==> run_1/power_grid.png <==
Pins as bars on the die edge.
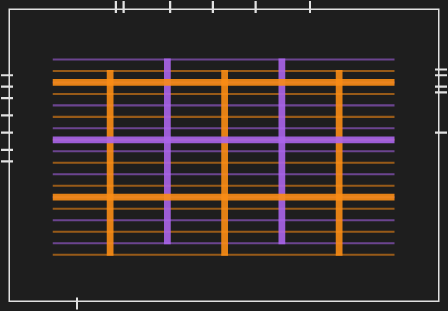
==> run_1/layer_met1.png <==
Supply wires on this layer in grey.
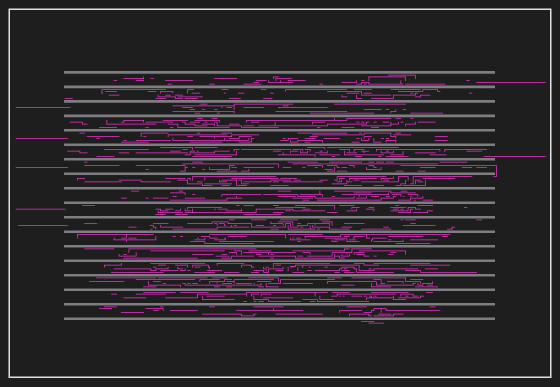
==> run_1/flops_by_reg.png <==
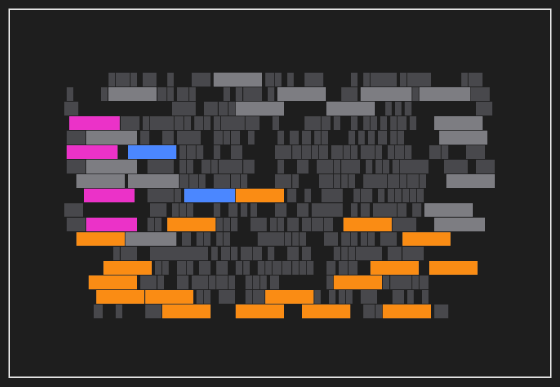
==> run_1/logic_types.png <==
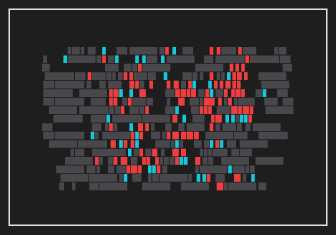
File: src/rtl/keypad_pkg.sv
// Shared definitions for the 4x4 keypad scanner.
// Holds the controller state type, the named codes of the non-digit keys,
// and key_code(), which maps a (row, col) matrix position to its key code.
package keypad_pkg;

  typedef enum logic [1:0] {
    SCAN        = 2'd0,
    DEB_PRESS   = 2'd1,
    HELD        = 2'd2,
    DEB_RELEASE = 2'd3
  } scan_state_t;

  localparam logic [7:0] KEY_A    = 8'd10;
  localparam logic [7:0] KEY_B    = 8'd11;
  localparam logic [7:0] KEY_C    = 8'd12;
  localparam logic [7:0] KEY_D    = 8'd13;
  localparam logic [7:0] KEY_STAR = 8'd14;
  localparam logic [7:0] KEY_HASH = 8'd15;

  // Physical layout: 1 2 3 A / 4 5 6 B / 7 8 9 C / * 0 # D
  function automatic logic [7:0] key_code(input logic [1:0] row, input logic [1:0] col);
    logic [7:0] code;
    code = 8'd0;
    case ({row, col})
      4'h0:    code = 8'd1;
      4'h1:    code = 8'd2;
      4'h2:    code = 8'd3;
      4'h3:    code = KEY_A;
      4'h4:    code = 8'd4;
      4'h5:    code = 8'd5;
      4'h6:    code = 8'd6;
      4'h7:    code = KEY_B;
      4'h8:    code = 8'd7;
      4'h9:    code = 8'd8;
      4'hA:    code = 8'd9;
      4'hB:    code = KEY_C;
      4'hC:    code = KEY_STAR;
      4'hD:    code = 8'd0;
      4'hE:    code = KEY_HASH;
      4'hF:    code = KEY_D;
      default: code = 8'd0;
    endcase
    return code;
  endfunction

endpackage

File: src/rtl/keypad_sync.sv
// Two-flop synchronizer for the four keypad column lines.
// Ports:
//   hwclk   - destination clock
//   reset_n - asynchronous active-low reset; both stages reset to 1 (no key)
//   raw     - column lines, asynchronous to hwclk
//   synced  - column lines after two flops, safe to use in hwclk logic
module keypad_sync (
  input  logic       hwclk,
  input  logic       reset_n,
  input  logic [3:0] raw,
  output logic [3:0] synced
);

  logic [3:0] meta_r;

  // Two-stage resynchronisation of the column lines
  always_ff @(posedge hwclk or negedge reset_n) begin
    if (!reset_n) begin
      meta_r <= 4'hF;
      synced <= 4'hF;
    end else begin
      meta_r <= raw;
      synced <= meta_r;
    end
  end

endmodule

File: src/rtl/keypad_scanner.sv
// 4x4 membrane keypad scanner with press and release debouncing.
// Drives one row low at a time, samples the synchronised columns at the end
// of each row slot, and once a contact has been stable for DEBOUNCE_CYCLES
// reports its code on key with button_pressed held high until the release
// has been equally stable.
// Ports:
//   hwclk          - system clock
//   reset_n        - asynchronous active-low reset
//   col_n          - column lines, 0 = contact closed, asynchronous
//   row_n          - registered row drive, exactly one bit low
//   key            - code of the last accepted key (kept after release)
//   button_pressed - high while the accepted key is held
module keypad_scanner #(
  parameter int SCAN_DIV        = 1200,
  parameter int DEBOUNCE_CYCLES = 120000
) (
  input  logic       hwclk,
  input  logic       reset_n,
  input  logic [3:0] col_n,
  output logic [3:0] row_n,
  output logic [7:0] key,
  output logic       button_pressed
);

  import keypad_pkg::*;

  localparam int CNT_MAX = (SCAN_DIV > DEBOUNCE_CYCLES) ? SCAN_DIV : DEBOUNCE_CYCLES;
  localparam int CW      = (CNT_MAX > 1) ? $clog2(CNT_MAX) : 1;

  localparam logic [CW-1:0] CNT_ZERO  = {CW{1'b0}};
  localparam logic [CW-1:0] CNT_ONE   = CW'(1);
  localparam logic [CW-1:0] SCAN_LAST = CW'(SCAN_DIV - 1);
  localparam logic [CW-1:0] DEB_LAST  = CW'(DEBOUNCE_CYCLES - 1);

  scan_state_t   state_r, state_s;
  logic [CW-1:0] cnt_r, cnt_s;
  logic [1:0]    row_idx_r, row_idx_s;
  logic [1:0]    col_idx_r, col_idx_s;
  logic [1:0]    low_zero_s;
  logic [3:0]    row_drive_s;
  logic [7:0]    key_s;
  logic          pressed_s;
  logic          col_open_s;
  logic [3:0]    col_s;

  keypad_sync u_col_sync (
    .hwclk   (hwclk),
    .reset_n (reset_n),
    .raw     (col_n),
    .synced  (col_s)
  );

  // Lowest-numbered closed column wins when several are closed together
  always_comb begin
    low_zero_s = 2'd0;
    if (!col_s[0]) begin
      low_zero_s = 2'd0;
    end else if (!col_s[1]) begin
      low_zero_s = 2'd1;
    end else if (!col_s[2]) begin
      low_zero_s = 2'd2;
    end else begin
      low_zero_s = 2'd3;
    end
  end

  // Scan / debounce controller next-state logic
  always_comb begin
    state_s    = state_r;
    cnt_s      = cnt_r;
    row_idx_s  = row_idx_r;
    col_idx_s  = col_idx_r;
    key_s      = key;
    pressed_s  = button_pressed;
    col_open_s = col_s[col_idx_r];
    case (state_r)
      SCAN: begin
        if (cnt_r == SCAN_LAST) begin
          cnt_s = CNT_ZERO;
          if (col_s == 4'hF) begin
            row_idx_s = row_idx_r + 2'd1;
          end else begin
            col_idx_s = low_zero_s;
            state_s   = DEB_PRESS;
          end
        end else begin
          cnt_s = cnt_r + CNT_ONE;
        end
      end
      DEB_PRESS: begin
        if (col_open_s) begin
          // Bounce: rescan the same row from the start of its slot
          state_s = SCAN;
          cnt_s   = CNT_ZERO;
        end else if (cnt_r == DEB_LAST) begin
          key_s     = key_code(row_idx_r, col_idx_r);
          pressed_s = 1'b1;
          state_s   = HELD;
          cnt_s     = CNT_ZERO;
        end else begin
          cnt_s = cnt_r + CNT_ONE;
        end
      end
      HELD: begin
        // Only the captured column matters; other keys are ignored here
        if (col_open_s) begin
          state_s = DEB_RELEASE;
          cnt_s   = CNT_ZERO;
        end else begin
          cnt_s = CNT_ZERO;
        end
      end
      DEB_RELEASE: begin
        if (!col_open_s) begin
          // Release bounce: stay pressed so no second rising edge appears
          state_s = HELD;
          cnt_s   = CNT_ZERO;
        end else if (cnt_r == DEB_LAST) begin
          pressed_s = 1'b0;
          row_idx_s = row_idx_r + 2'd1;
          state_s   = SCAN;
          cnt_s     = CNT_ZERO;
        end else begin
          cnt_s = cnt_r + CNT_ONE;
        end
      end
      default: begin
        state_s = SCAN;
        cnt_s   = CNT_ZERO;
      end
    endcase
  end

  // One-cold row pattern for the next row index
  always_comb begin
    row_drive_s = 4'b1110;
    case (row_idx_s)
      2'd0:    row_drive_s = 4'b1110;
      2'd1:    row_drive_s = 4'b1101;
      2'd2:    row_drive_s = 4'b1011;
      2'd3:    row_drive_s = 4'b0111;
      default: row_drive_s = 4'b1110;
    endcase
  end

  // Controller state and registered outputs
  always_ff @(posedge hwclk or negedge reset_n) begin
    if (!reset_n) begin
      state_r        <= SCAN;
      cnt_r          <= CNT_ZERO;
      row_idx_r      <= 2'd0;
      col_idx_r      <= 2'd0;
      row_n          <= 4'b1110;
      key            <= 8'd0;
      button_pressed <= 1'b0;
    end else begin
      state_r        <= state_s;
      cnt_r          <= cnt_s;
      row_idx_r      <= row_idx_s;
      col_idx_r      <= col_idx_s;
      row_n          <= row_drive_s;
      key            <= key_s;
      button_pressed <= pressed_s;
    end
  end

endmodule

File: config.mk
export PLATFORM = sky130hd
export DESIGN_NAME = keypad_scanner
export DESIGN_NICKNAME = d
export VERILOG_FILES = /design/src/rtl/keypad_pkg.sv /design/src/rtl/keypad_sync.sv /design/src/rtl/keypad_scanner.sv
export SDC_FILE = /design/constraint.sdc
export NUM_CORES = 1
export LEC_CHECK = 0
export ABC_AREA = 1
export CORE_ASPECT_RATIO = 0.6
export CORE_MARGIN = 10
export CORE_UTILIZATION = 56
export CTS_CLUSTER_DIAMETER = 80
export DETAILED_ROUTE_END_ITERATION = 8
export GPL_TIMING_DRIVEN = 0
export HOLD_SLACK_MARGIN = 0.15
export PLACE_DENSITY = 0.78
export SYNTH_ARGS = -nofsm -noshare
export SYNTH_HDL_FRONTEND = slang
export SYNTH_SLANG_ARGS = --single-unit
File: constraint.sdc
create_clock -name hwclk -period 2.1 [get_ports hwclk]
set_clock_uncertainty 0.1 [all_clocks]
set_input_delay 0.63 -clock hwclk [delete_from_list [all_inputs] [get_ports hwclk]]
set_output_delay 0.63 -clock hwclk [all_outputs]
set_load 0.01 [all_outputs]
==> notes.md, run 1 <==
Per the detail_route report, the via count comes to 1,810. The leakage dissipation came out at 1.261 nW. The repair_antennas step left the layout with diodes totalling 0. The main area contributors are sky130_fd_sc_hd__dfrtp_1, sky130_fd_sc_hd__dfstp_2, sky130_fd_sc_hd__nand2_1.

The run gives 0.432 as the portion of total power attributed to the clock network. Ranked by total area, the top cell class in this layout is combinational gates. Summed over all combinational cells, the power is 0.0402 mW. Clock tree synthesis selected as its root buffer the cell sky130_fd_sc_hd__clkbuf_8.

The final-report hold violation count is 0. With the layout buffering overhead excluding clock cells at 0.08498, the area enclosed by the die boundary is 6979 µm². The area share of fa/ha/maj cells after synthesis came out at 0.05621. 19 I/O pins were placed. The power spent charging and discharging nets came out at 0.3094 mW. The flow reported a cell area power density of 563.3 nW/µm².

The group drawing the most power is sequential cells. Routed wire length per instance: 13.36 µm. Met1 demand-to-capacity share in global routing: 0.2116. The signal on the critical path passes through clkdlybuf4s50_1.

The number of cells on the worst hold path is listed as 0. For the number of sequential storage elements, the log shows 40. With the post-synthesis mux area share at 0, the total congestion overflow is 0. The arrival time of the worst setup path was 1340 ps.

The worst register-to-register path has a depth of 11. The logs give a warning total of 34. Yosys reports that the most numerous cell types are sky130_fd_sc_hd__nand2_1, sky130_fd_sc_hd__inv_1, sky130_fd_sc_hd__nor2_1. The tools report the total track usage as 0.1467. The run gives 1035 µm² for the area occupied by multi-input gates. The combined buffer and inverter count along the critical path is 1. Routability-driven placement finished with a final weighted congestion of 0.8806. The synthesized-area fraction occupied by ao, oa, aoi and oai cells is 0.07251. The final layout report lists a non-clock inverter count of 40.

Number of global-route vias before repair: 1,656. The flow ran to the end, and the final reports show no timing, DRC or antenna violations. The clock group total power is 0.631 mW. Flop share of the area: 0.3921.

For reference, the most critical setup path is categorized as flop to primary output. The critical path endpoint has a required time of 1370 ps. Per the placement report, the placed cell count is 341.
Notes on power_grid.png above:
| net | colour |
|---|---|
| VDD | purple |
| VSS | orange |
met5 straps: 3
met4 straps: 5
met1 rails: 18
rows: 17
signal pins: 19

Notes on layer_met1.png above:
nets with wire on the layer: 300
main direction: horizontal
longest straight run: 27.1 µm
share of all routed wire: 52%

Notes on flops_by_reg.png above:
| name in the netlist | colour | sequential cells |
|---|---|---|
| u_col_sync.meta_r | magenta | 4 |
| cnt_r | orange | 17 |
| col_idx_r | blue | 2 |
not coloured: 17

Notes on logic_types.png above:
| family | colour | cells | most used |
|---|---|---|---|
| NAND gates | red | 94 | nand2_1 |
| inverters | cyan | 40 | inv_1 |
fraction of area in multi-input gates: 0.3993
most frequent logic cell in the layout: sky130_fd_sc_hd__nand2_1
Post-Layout Cell Count: 353

-- run 1: repair_timing --
action / CTS / global route
pin swaps: 0 / 3
setup endpoints to repair: 1 / 26
endpoints found under the hold margin: 0 / 0
buffers inserted: 0 / 4
resized: 1 / 7
-- run 1: logic make-up after synthesis --
family,after synthesis
xor gates and xnor gates,11
adders and majority gates,10
buffers and inverters,48
DFF,40
other,1
and+or+nand+nor,141
AOI/OAI and AO/OA,26
-- run 1: registers in the layout, indices dropped and copies added, names as in the netlist, named ones only --
name,count
col_idx_r,2
cnt_r,17
u_col_sync.meta_r,4
row_idx_r,2
state_r,1
key,4
button_pressed,1
u_col_sync.synced,4
row_n,4
==> run 2: changes to the inputs <==
ABC_AREA = not set   (was 1)
PLACE_DENSITY = not set   (was 0.78)
PLACE_DENSITY_LB_ADDON = 0.2   (was not set)
==> run_2/logic_types.png <==
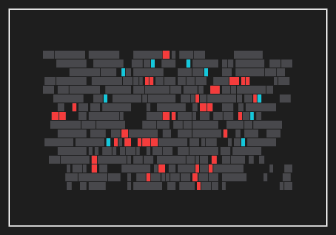
| family | colour | cells | most used |
|---|---|---|---|
| NAND gates | red | 33 | nand2_1 |
| inverters | cyan | 9 | inv_1 |
Post-Layout Cell Count: 275
most frequent logic cell in the layout: sky130_fd_sc_hd__dfrtp_1
fraction of area in multi-input gates: 0.4084

==> notes.md, run 2 <==
The area occupied by multi-input gates is 1037 µm² (was 1035 µm²), and the post-synthesis mux area share is 0.06212 (was 0). For the final-report hold violation count, the log shows 0 (unchanged). The met1 demand-to-capacity share in global routing is 0.1578 (was 0.2116). The post-route cell area was 2540 µm² (was 2591 µm²); the data required time of the critical path was 2230 ps (was 1370 ps). The number of primary I/O pins was 19 (unchanged). The run gives 0 (unchanged) as the number of inserted diodes.

The run gives 0.417 (was 0.432) for the portion of total power attributed to the clock network. The endpoint of the worst register-to-register path is row_n[2] (was cnt_r[12]). Power per cell area: 558.6 nW/µm² (was 563.3 nW/µm²). The run finished, with violations left.

The overall power is 1.419 mW (was 1.460 mW). The run gives 35 (was 34) for the stage-log warning count. Clock group total power: 0.592 mW (was 0.631 mW). The largest combinational cell category by area was simple AND/OR/NAND/NOR gates (unchanged). With the register bit total from synthesis at 40 (unchanged), the arrival time of the worst setup path is 2310 ps (was 1340 ps). The amount of wire on met3 after detailed routing is 391 µm (was 244 µm).

With the maximum ir drop on the vdd rail at 0.5301 mV (was 0.4682 mV), the largest net degree at the start of global routing is 41 (unchanged). With the reported combinational group power at 0.0391 mW (was 0.0402 mW), the post-route worst setup slack is -80.87 ps (was 34.79 ps). The worst hold path stage count is 0 (unchanged), and the total congestion overflow is 0 (unchanged). For the area figure in the yosys stat output, the log shows 2054 µm² (was 2226 µm²). The first-pass GRT wire length came out at 7507 µm (was 8017 µm).

The power spent charging and discharging nets was 0.3088 mW (was 0.3094 mW). The tools report the critical path launch point type as a flop (unchanged). The run gives 14 (unchanged) for the count of input and output buffers. Routed wire length per instance: 17.04 µm (was 13.36 µm). The class of the most critical setup path is flop to flop (was flop to primary output). For the via count of the routed design, the log shows 1,586 (was 1,810). Final number of setup-violating endpoints: 4 (was 0). The sum of negative setup slack was -176.3 ps (was 0 ps); the synthesized-area fraction occupied by and/or/nand/nor cells was 0.2083 (was 0.2788). The number of global-route vias before repair came out at 1,532 (was 1,656).

The run gives 6571 µm² (was 6979 µm²) as the area enclosed by the die boundary. List of most frequent post-synthesis cells: sky130_fd_sc_hd__dfrtp_1, sky130_fd_sc_hd__nor2_1, sky130_fd_sc_hd__nand2_1 (was sky130_fd_sc_hd__nand2_1, sky130_fd_sc_hd__inv_1, sky130_fd_sc_hd__nor2_1). Core footprint: 3383 µm² (was 3744 µm²).

The run gives 0.8479 (was 0.8806) for the weighted congestion at the end of routability-driven global placement. The group drawing the most power is sequential cells (unchanged). For the cell count after placement, the log shows 255 (was 341). The internal power of the cells came out at 1.110 mW (was 1.150 mW). The depth of the critical timing path with buffers and inverters included is 6 (was 1), and the number of flip-flops in the largest register is 17 (unchanged).

Area share of fa/ha/maj cells after synthesis: 0.06090 (was 0.05621). The synthesized-area fraction occupied by ao, oa, aoi and oai cells was 0.06699 (was 0.07251). The combined buffer and inverter count along the critical path was 0 (was 1).

The largest register by flop count is cnt_r (unchanged). The number of DRC violations after detailed-routing iteration 0 was 96 (was 129). The tools report the post-DP HPWL as 3260 µm (was 3434 µm). With the cell count of the worst reg-to-reg path at 6 (was 11), the clock-pin slew on the worst setup and hold paths is 80 ps (about the same).

The run gives 5 (unchanged) for the CTS buffer count. The run gives 257.4 ps (was 258.5 ps) for the worst hold-check slack. The leakage dissipation is 1.089 nW (was 1.261 nW).

The final reports fail on setup timing. The run gives 0.2177 (was 0.2120) for the proportion of total power due to net switching. Top area cell types: sky130_fd_sc_hd__dfrtp_1, sky130_fd_sc_hd__dfstp_2, sky130_fd_sc_hd__ha_1 (was sky130_fd_sc_hd__dfrtp_1, sky130_fd_sc_hd__dfstp_2, sky130_fd_sc_hd__nand2_1). Cell-by-cell trace of the critical path: nor4_4 > nand3b_1 > nor3b_2 > mux2i_1 > a311o_1 > or2_1 (was clkdlybuf4s50_1). The run gives 0.1429 (was 0.1467) for the total track usage.

The clock root buffer is sky130_fd_sc_hd__clkbuf_8 (unchanged).
==> run_2/flops_by_reg.png <==
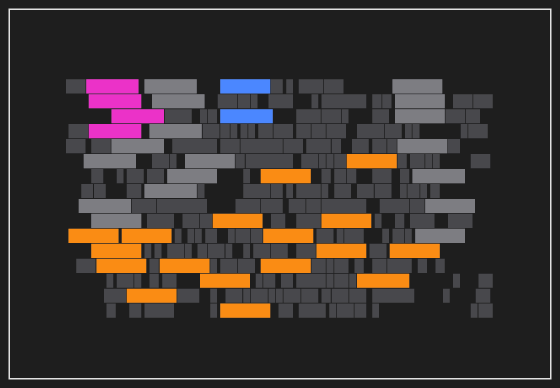
| name in the netlist | colour | sequential cells |
|---|---|---|
| col_idx_r | blue | 2 |
| u_col_sync.meta_r | magenta | 4 |
| cnt_r | orange | 17 |
not coloured: 17

==> run 2: cell count changes in the layout (fill, tap and decap cells not counted), sizes merged, moves of 4 or more <==
cell,previous run,this run
nor3,7,3
nand2b,0,4
nor3b,0,4
nor2,35,24
xnor2,2,7
nand2,70,16
inv,40,9
buf,11,21
nand3,18,5
mux2i,0,7
==> run 2: what timing repair did <==
item,4_1_cts,5_1_grt
cloned,0,1
setup buffers,6,6
endpoints found under the setup margin,21,31
gates resized,12,10
pin swaps,7,9
==> run 2: area by class of cell <==
class | count | share of cell area
clock buffers | 6 | 0.03695
plain buffers | 8 | 0.02266
multi-input cells | 139 | 0.4084
inverters | 9 | 0.01330
repair buffers | 26 | 0.08867
well taps | 45 | 0.02217
clock inverters | 2 | 0.006897
flip-flops and latches | 40 | 0.4010
==> run 3: changes to the inputs <==
GPL_ROUTABILITY_DRIVEN = 0   (was not set)
MAX_ROUTING_LAYER = met4   (was not set)
==> run_3/layer_met1.png <==
Supply wires on this layer in grey.
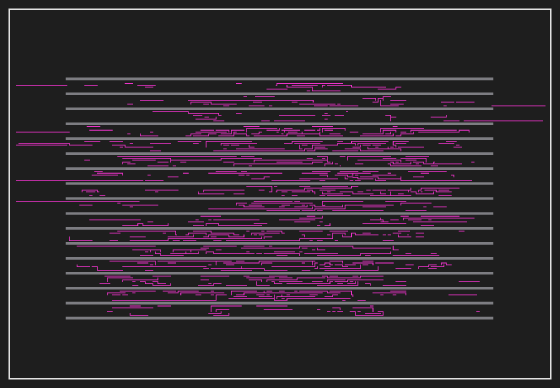
main direction: horizontal
wire length on this layer: 2,070 µm

==> notes.md, run 3 <==
The internal power of the cells came out at 1.110 mW (unchanged). The register bit total from synthesis came out at 40 (unchanged). The worst hold-check slack is 257.5 ps (was 257.4 ps), and the portion of total power attributed to the clock network is 0.419 (was 0.417). Number of inserted diodes: 0 (unchanged). Cell-by-cell trace of the critical path: nor4_4 > nand3b_1 > nor3b_2 > mux2i_1 > a311o_1 > or2_1 (unchanged). The synthesized-area fraction occupied by ao, oa, aoi and oai cells was 0.06699 (unchanged).

The final number of setup-violating endpoints is 4 (unchanged). The number of flip-flops in the largest register is 17 (unchanged). The run gives 86 (was 96) as the number of DRC violations after detailed-routing iteration 0. The tools report the area figure in the yosys stat output as 2054 µm² (unchanged).

The number of primary I/O pins was 19 (unchanged); the area occupied by multi-input gates was 1037 µm² (unchanged). The routed wire length per instance is 17.11 µm (was 17.04 µm). The endpoint of the worst register-to-register path was row_n[2] (unchanged). The maximum ir drop on the vdd rail is 0.5296 mV (was 0.5301 mV).

The vias per cell was 5.800 (was 5.767); the stage-log warning count was 35 (unchanged). The run gives 0.06212 (unchanged) for the post-synthesis mux area share. The tools report the via count of the routed design as 1,595 (was 1,586). Cell row count: 16 (unchanged). The combined buffer and inverter count along the critical path was 0 (unchanged).

With the post-route worst setup slack at -92.25 ps (was -80.87 ps), the leakage dissipation is 1.089 nW (unchanged). Critical path launch point type: a flop (unchanged). The class of the most critical setup path is flop to flop (unchanged). Most used cells in the layout excluding fill and tap cells: sky130_fd_sc_hd__dfrtp_1, sky130_fd_sc_hd__nor2_1, sky130_fd_sc_hd__buf_4 (unchanged).

The tools report the post-DP HPWL as 3260 µm (unchanged). Cell count of the worst reg-to-reg path: 6 (unchanged). The clock-pin slew on the worst setup and hold paths works out to 80 ps (about the same). The power per cell area was 560.4 nW/µm² (was 558.6 nW/µm²). CTS buffer count: 5 (unchanged).

The run gives 41 (unchanged) for the largest net degree at the start of global routing. Post-route cell area: 2540 µm² (unchanged). The largest combinational cell category by area was simple AND/OR/NAND/NOR gates (unchanged).

The synthesized-area fraction occupied by and/or/nand/nor cells is 0.2083 (unchanged). The clock root buffer was sky130_fd_sc_hd__clkbuf_8 (unchanged). The largest register by flop count was cnt_r (unchanged). The run gives 0 (unchanged) as the total congestion overflow.

The part of the total power dissipated in combinational logic came out at 0.028 (about the same). Cell total in the yosys stat output: 193 (unchanged). The tools report the overall power as 1.423 mW (was 1.419 mW). Setup repair after global routing could not meet its margin everywhere.

The flow ran to the end, but the final reports show violations. The worst hold path stage count came out at 0 (unchanged). Violated checks: setup timing (unchanged). The startpoint of the worst hold path was u_col_sync.meta_r[3] (unchanged).

For the cell count after placement, the log shows 255 (unchanged). The most instantiated logic cell after routing is sky130_fd_sc_hd__dfrtp_1 (unchanged). With the first-pass GRT wire length at 7507 µm (unchanged), the met1 demand-to-capacity share in global routing is 0.1627 (was 0.1578).

Top area cell types: sky130_fd_sc_hd__dfrtp_1, sky130_fd_sc_hd__dfstp_2, sky130_fd_sc_hd__ha_1 (unchanged). The tools report the sum of negative setup slack as -209.5 ps (was -176.3 ps). The post-synthesis cell type with the largest combined area was sky130_fd_sc_hd__dfrtp_1 (unchanged). The final non-filler cell total is 275 (unchanged), and the total track usage is 0.1477 (was 0.1429).

With the depth of the critical timing path with buffers and inverters included at 6 (unchanged), the final-report hold violation count is 0 (unchanged). The count of input and output buffers was 14 (unchanged). The area enclosed by the die boundary is 6571 µm² (unchanged).
==> run_3/logic_types.png <==
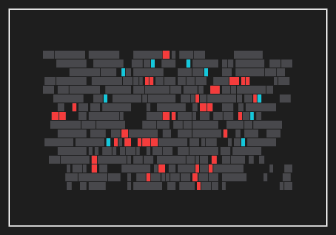
| family | colour | cells | most used |
|---|---|---|---|
| inverters | cyan | 9 | inv_1 |
| NAND gates | red | 33 | nand2_1 |

-- run 3: power groups by stage --
stage	clock network [mW]	logic [mW]	registers, mW
2_1_floorplan	0	0.0133	0.801
3_3_place_gp	0	0.0373	0.802
3_5_place_dp	0	0.0372	0.803
4_1_cts	0.598	0.0373	0.788
5_1_grt	0.642	0.0441	0.789
6_report	0.596	0.0392	0.788
-- run 3: what timing repair did --
item                       CTS  global route
setup buffers                6             6
setup endpoints to repair   21            31
cloned                       0             1
pin swaps                    7             9
gates resized               12            10
-- run 3: final cells by class --
class / instances / area share
Sequential cell: 40 / 0.4010
Buffer: 8 / 0.02266
Tap cell: 45 / 0.02217
Timing Repair Buffer: 26 / 0.08867
Clock inverter: 2 / 0.006897
Clock buffer: 6 / 0.03695
Inverter: 9 / 0.01330
Multi-Input combinational cell: 139 / 0.4084
Power figures rest on the tool's default switching activity, not on a simulated workload.
